Run 1, power grid:
(3 px per um) Pins as bars on the die edge.
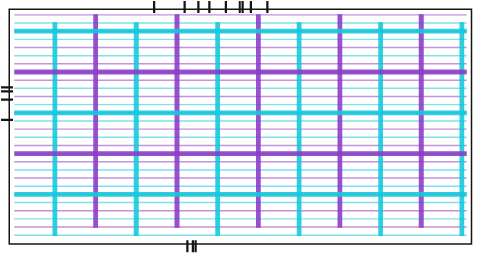
Run 1, placement by cell class:
(4 px per um) Fill, decap, tap and diode cells in grey.
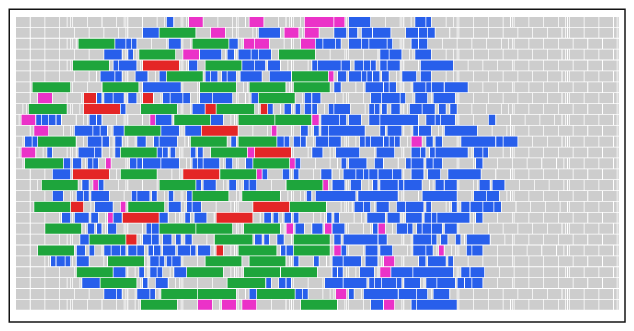
Run 1, clock wires, drivers and flops:
(4 px per um)
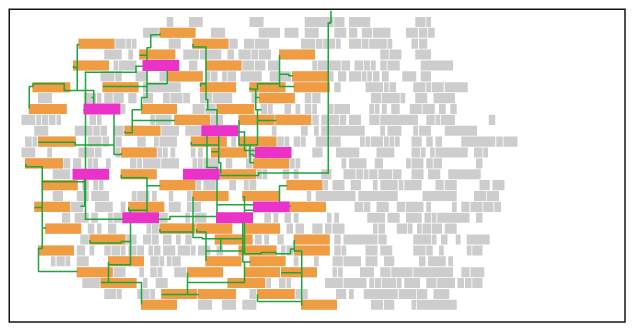
Design keypad_scan, sky130hd; sources not shown.
==> out/results.md, run 1 <==
| Metric | Reported | Unit |
|---|---|---|
| Top power consumer group | clock | - |
| Total number of multi-input combinational cells | 385 | - |
| Area delta synth->final | 16.3 | % |
| Relative slew slack | 0.512 | - |
| Initial DRT Pass Iterations | 5 | - |
| Time the final worst path needs with I/O delays and setup | 10.44 | ns |
| EDFF count, synth | 0 | - |
| Non-clk buf share | 0.0553 | - |
| Power per cell area | 92.3 | nW/um2 |
| Number of ordinary inverters in the final layout | 22 | - |
| Number of flip-flops and latches in the synthesized netlist | 63 | - |
| CTS tree | done | - |
| Top-level port count | 16 | - |
| Logic gate share of total power | 0.014 | - |
| Cell at the root of the clock tree | sky130_fd_sc_hd__clkbuf_16 | - |
| Remaining antenna violation count after routing | 0 | - |
| Reg2reg setup slack | 0.66 | ns |
| Number of clock buffer instances in the layout | 9 | - |
| Logic power comb | 6.82 | uW |
| Total CTS buffers | 9 | - |
| # Post-CTS Setup Buffers | 0 | - |
| Worst supply voltage drop on vdd | 0.0000885 | V |
| Cell family with the largest share of critical-path delay | adder cells | - |
| AND/OR/NAND/NOR Cells, Area Fraction | 0.191 | - |
| Layout sequential cell count | 63 | - |
| Logic depth of the worst path, buffers included | 50 | - |
| Number of cells produced by synthesis | 489 | - |
| Worst Setup End Kind | flop | - |
| Ant diodes | 0 | - |
| Leading post-synthesis cells by cell area | sky130_fd_sc_hd__dfrtp_1, sky130_fd_sc_hd__ha_1, sky130_fd_sc_hd__dfstp_2, sky130_fd_sc_hd__xnor2_1, sky130_fd_sc_hd__nand2_1 | - |
| Cell-internal power | 385 | uW |
| Max-cap violations | 0 | - |
| Top layer reached by signal wires | met4 | - |
| Logic area | 2920 | um2 |
| Seq share, synth | 0.346 | - |
| Critical Path Fanout Max | 5 | - |
| DRC | 0 | - |
| CTS hold repair buffers | 0 | - |
| Cell Count, Final, Fillers Out | 671 | - |
| Proportion of register bits with asynchronous set or reset after synthesis | 1.00 | - |
| Average instance area after synthesis | 9.40 | um2 |
| Met3 track utilization from global routing | 0.0251 | - |
| Main combinational cell family by area after synthesis | simple AND/OR/NAND/NOR gates | - |
| DP Cell Count | 650 | - |
| Fin. Hold Viols | 0 | - |
| Worst Path Buf+Inv | 5 | - |
| Run status | finished clean | - |
| Distinct lib cells used | 71 | - |
| Part of the total power dissipated in the clock network | 0.513 | - |
| Worst min path class | flop to flop | - |
| Sequential cell area | 1590 | um2 |
| Final routed wire length divided by cell count | 13.3 | um |
| Largest stage delay on the critical path | 0.41 | ns |
| Power after layout | 493 | uW |
| Data required time at the worst endpoint | 11.30 | ns |
| Number of fill cells | 1030 | - |
| Final-stage net count | 553 | - |
| Instance area at placement | 4940 | um2 |
| GRT busiest layer | met2 | - |
| CP dominant cell by count | sky130_fd_sc_hd__ha_1 | - |
| Cts repair resizes | 2 | - |
| Synth mux share | 0.0556 | - |
| Worst hold stages | 0 | - |
| Effective utilization at floorplan | 0.415 | - |
| Relative contribution of sequential cells to total power | 0.474 | - |
| FA/HA/MAJ Cells, Area Fraction | 0.0708 | - |
| All-Layer GR Usage | 0.160 | - |
| Count of final setup violators | 0 | - |
| DR vias | 3498 | - |
| Synthesis warning total | 0 | - |
| Count of warning messages emitted by the tools | 34 | - |
| Yosys stat area | 4590 | um2 |
| Most frequent cells in the layout | sky130_fd_sc_hd__nand2_1, sky130_fd_sc_hd__dfrtp_1, sky130_fd_sc_hd__o21ai_0 | - |
| Number of levels in the clock H-tree | 3 | - |
| Met3 WL post-DR | 213 | um |
| Fraction of layout cells with a size suffix above 1 | 0.163 | - |
| Clock sink count | 63 | - |
| Global placement routability congestion | 0.778 | - |
| Share of the synthesized area in the top cell type | 0.278 | - |
| Switching portion of total power | 0.218 | - |
| Arr. time, crit path | 10.64 | ns |
| Sum of overflow across all layers after global routing | 0 | - |
| Largest net degree at the start of global routing | 40 | - |
| Most repeated cell in the gate-level netlist after synthesis | sky130_fd_sc_hd__nand2_1 | - |
| Nature of the critical path startpoint | flop | - |
| Tapcells inserted | 145 | - |
| XOR/XNOR share of the synthesized area | 0.171 | - |
Notes on 'power grid' above:
net	colour
VDD	purple
VSS	cyan
met1 rails	28
met4 straps	11
rows	27
floorplan die width: 154 um
Floorplan Core Area: 11100 um2
Die Y: 77.8 um

Notes on 'placement by cell class' above:
class	colour	cells
all other logic	blue	407
flops	green	63
other buffers and delay cells	magenta	40
clock drivers and dummy loads	red	16
# rows: 27
utilization of the core after routing: 0.482
post-layout instance area: 5340 um2
sequential portion of the cell area: 0.298

Notes on 'clock wires, drivers and flops' above:
[flip-flops] orange | count: 63
[clock wires] green | length: 814 um
[cells driving clock nets] magenta | count: 9
routed clock nets	10
Clock net power: 253 uW
Skew-Pair Late Insertion Delay: 0.32 ns
Worst Clk Skew: 0.00588 ns

Run 1, where the registers sit:
(4 px per um) Other sequential cells in the stronger grey, the rest of the logic in the fainter grey.
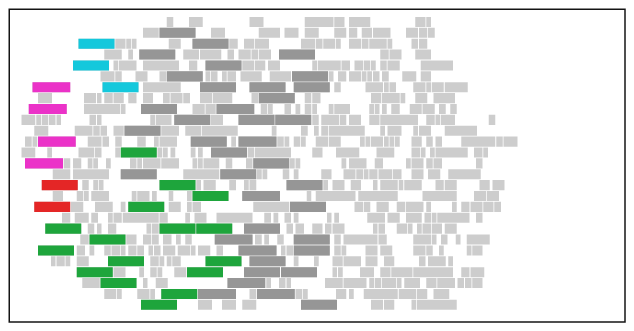

## Run 2: what changed since run 1
--- a/config.mk
+++ b/config.mk
@@ -8,8 +8,9 @@
 export CORE_ASPECT_RATIO = 0.5
 export CORE_UTILIZATION = 40
 export DETAILED_ROUTE_END_ITERATION = 6
+export DONT_BUFFER_PORTS = 1
 export GPL_TIMING_DRIVEN = 0
-export PLACE_DENSITY = 0.66
+export PLACE_DENSITY = 0.64
 export SLEW_MARGIN = 20
 export SYNTH_ARGS = -nofsm -noshare
 export SYNTH_HDL_FRONTEND = slang
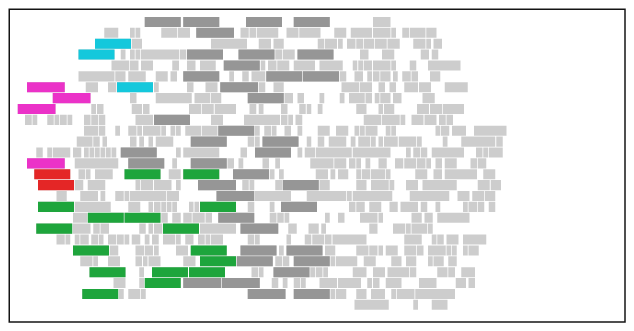
Run 2: where the registers sit
(4 px per um) Other sequential cells in the stronger grey, the rest of the logic in the fainter grey.
signal	colour	placed flops
stable_cnt	cyan	3
dwell_cnt	green	16
col	magenta	4
state	red	2
not coloured	38
sequential power: 234 uW
utilization of the core after routing: 0.470
sequential portion of the cell area: 0.306
sequential cell area: 1590 um2

==> run 2 against run 1 <==
  * Routed wire length decreased by 0.99%
  * Synthesized area unchanged
  * Final area decreased by 2.6%
  * First-iteration DRC count increased by 12%
  * Register-to-register slack improved by 0.04 ns
  * Clock power increased by 8.3%
  * Setup slack improved by 0.039 ns
  * Synthesized cell count unchanged
  * Non-clock buffer count decreased by 15
==> out/results.md, run 2 <==
| Metric | Reported | Unit | Change |
|---|---|---|---|
| Largest stage delay on the critical path | 0.40 | ns | was 0.41 ns |
| CTS hold repair buffers | 0 | - | unchanged |
| Distinct lib cells used | 71 | - | unchanged |
| Number of flip-flops and latches in the synthesized netlist | 63 | - | unchanged |
| Logic depth of the worst path, buffers included | 50 | - | unchanged |
| Cell-internal power | 406 | uW | was 385 uW |
| Logic gate share of total power | 0 | - | was 0.014 |
| Top layer reached by signal wires | met4 | - | unchanged |
| Number of ordinary inverters in the final layout | 22 | - | unchanged |
| Clock net power | 274 | uW | was 253 uW |
| Number of fill cells | 1039 | - | was 1030 |
| Number of cells produced by synthesis | 489 | - | unchanged |
| All-Layer GR Usage | 0.161 | - | was 0.160 |
| Cell family with the largest share of critical-path delay | adder cells | - | unchanged |
| Global placement routability congestion | 0.780 | - | was 0.778 |
| Top-level port count | 16 | - | unchanged |
| Cell at the root of the clock tree | sky130_fd_sc_hd__clkbuf_16 | - | unchanged |
| CTS tree | done | - | unchanged |
| Most repeated cell in the gate-level netlist after synthesis | sky130_fd_sc_hd__nand2_1 | - | unchanged |
| Seq share, synth | 0.346 | - | unchanged |
| Total number of multi-input combinational cells | 385 | - | unchanged |
| AND/OR/NAND/NOR Cells, Area Fraction | 0.191 | - | unchanged |
| DP Cell Count | 634 | - | was 650 |
| Skew-Pair Late Insertion Delay | 0.32 | ns | about the same |
| Worst min path class | flop to flop | - | unchanged |
| Data required time at the worst endpoint | 11.31 | ns | was 11.30 ns |
| Fraction of layout cells with a size suffix above 1 | 0.166 | - | was 0.163 |
| Nature of the critical path startpoint | flop | - | unchanged |
| Switching portion of total power | 0.200 | - | was 0.218 |
| Max-cap violations | 0 | - | unchanged |
| Top power consumer group | clock | - | unchanged |
| Largest net degree at the start of global routing | 64 | - | was 40 |
| Reg2reg setup slack | 0.70 | ns | was 0.66 ns |
| Total CTS buffers | 9 | - | unchanged |
| Number of clock buffer instances in the layout | 9 | - | unchanged |
| GRT busiest layer | met2 | - | unchanged |
| Met3 WL post-DR | 259 | um | was 213 um |
| Count of final setup violators | 0 | - | unchanged |
| Cts repair resizes | 1 | - | was 2 |
| Initial DRT Pass Iterations | 5 | - | unchanged |
| FA/HA/MAJ Cells, Area Fraction | 0.0708 | - | unchanged |
| Main combinational cell family by area after synthesis | simple AND/OR/NAND/NOR gates | - | unchanged |
| Die Y | 77.8 | um | unchanged |
| Remaining antenna violation count after routing | 0 | - | unchanged |
| Average instance area after synthesis | 9.40 | um2 | unchanged |
| Share of the synthesized area in the top cell type | 0.278 | - | unchanged |
| Yosys stat area | 4590 | um2 | unchanged |
| Worst supply voltage drop on vdd | 0.0000851 | V | was 0.0000885 V |
| Logic power comb | 0.00255 | uW |  |
| CP dominant cell by count | sky130_fd_sc_hd__ha_1 | - | unchanged |
| Run status | finished clean | - | unchanged |
| Non-clk buf share | 0.0260 | - | was 0.0553 |
| Final-stage net count | 538 | - | was 553 |
| Cell Count, Final, Fillers Out | 656 | - | was 671 |
| Leading post-synthesis cells by cell area | sky130_fd_sc_hd__dfrtp_1, sky130_fd_sc_hd__ha_1, sky130_fd_sc_hd__dfstp_2, sky130_fd_sc_hd__xnor2_1, sky130_fd_sc_hd__nand2_1 | - | unchanged |
| Synthesis warning total | 0 | - | unchanged |
| Critical Path Fanout Max | 5 | - | unchanged |
| Worst Clk Skew | 0.00395 | ns | was 0.00588 ns |
| # rows | 27 | - | unchanged |
| Effective utilization at floorplan | 0.415 | - | unchanged |
| Floorplan die width | 154 | um | unchanged |
| Worst hold stages | 0 | - | unchanged |
| Count of warning messages emitted by the tools | 34 | - | unchanged |
| Area delta synth->final | 13.3 | % | was 16.3% |
| Ant diodes | 0 | - | unchanged |
| Final routed wire length divided by cell count | 13.5 | um | was 13.3 um |
| DR vias | 3390 | - | was 3498 |
| XOR/XNOR share of the synthesized area | 0.171 | - | unchanged |
| Proportion of register bits with asynchronous set or reset after synthesis | 1.00 | - | unchanged |
| Tapcells inserted | 145 | - | unchanged |
| Power per cell area | 97.6 | nW/um2 | was 92.3 nW/um2 |
| # Post-CTS Setup Buffers | 0 | - | unchanged |
| Relative contribution of sequential cells to total power | 0.460 | - | was 0.474 |
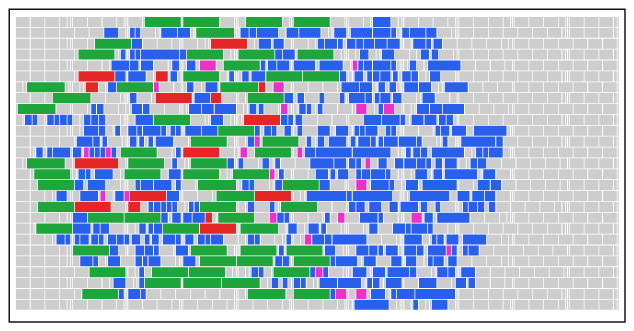
Run 2: placement by cell class
(4 px per um) Fill, decap, tap and diode cells in grey.
class	colour	cells
flops	green	63
other buffers and delay cells	magenta	25
all other logic	blue	407
clock drivers and dummy loads	red	16
post-layout instance area: 5210 um2

Power and IR drop assume default switching activity.
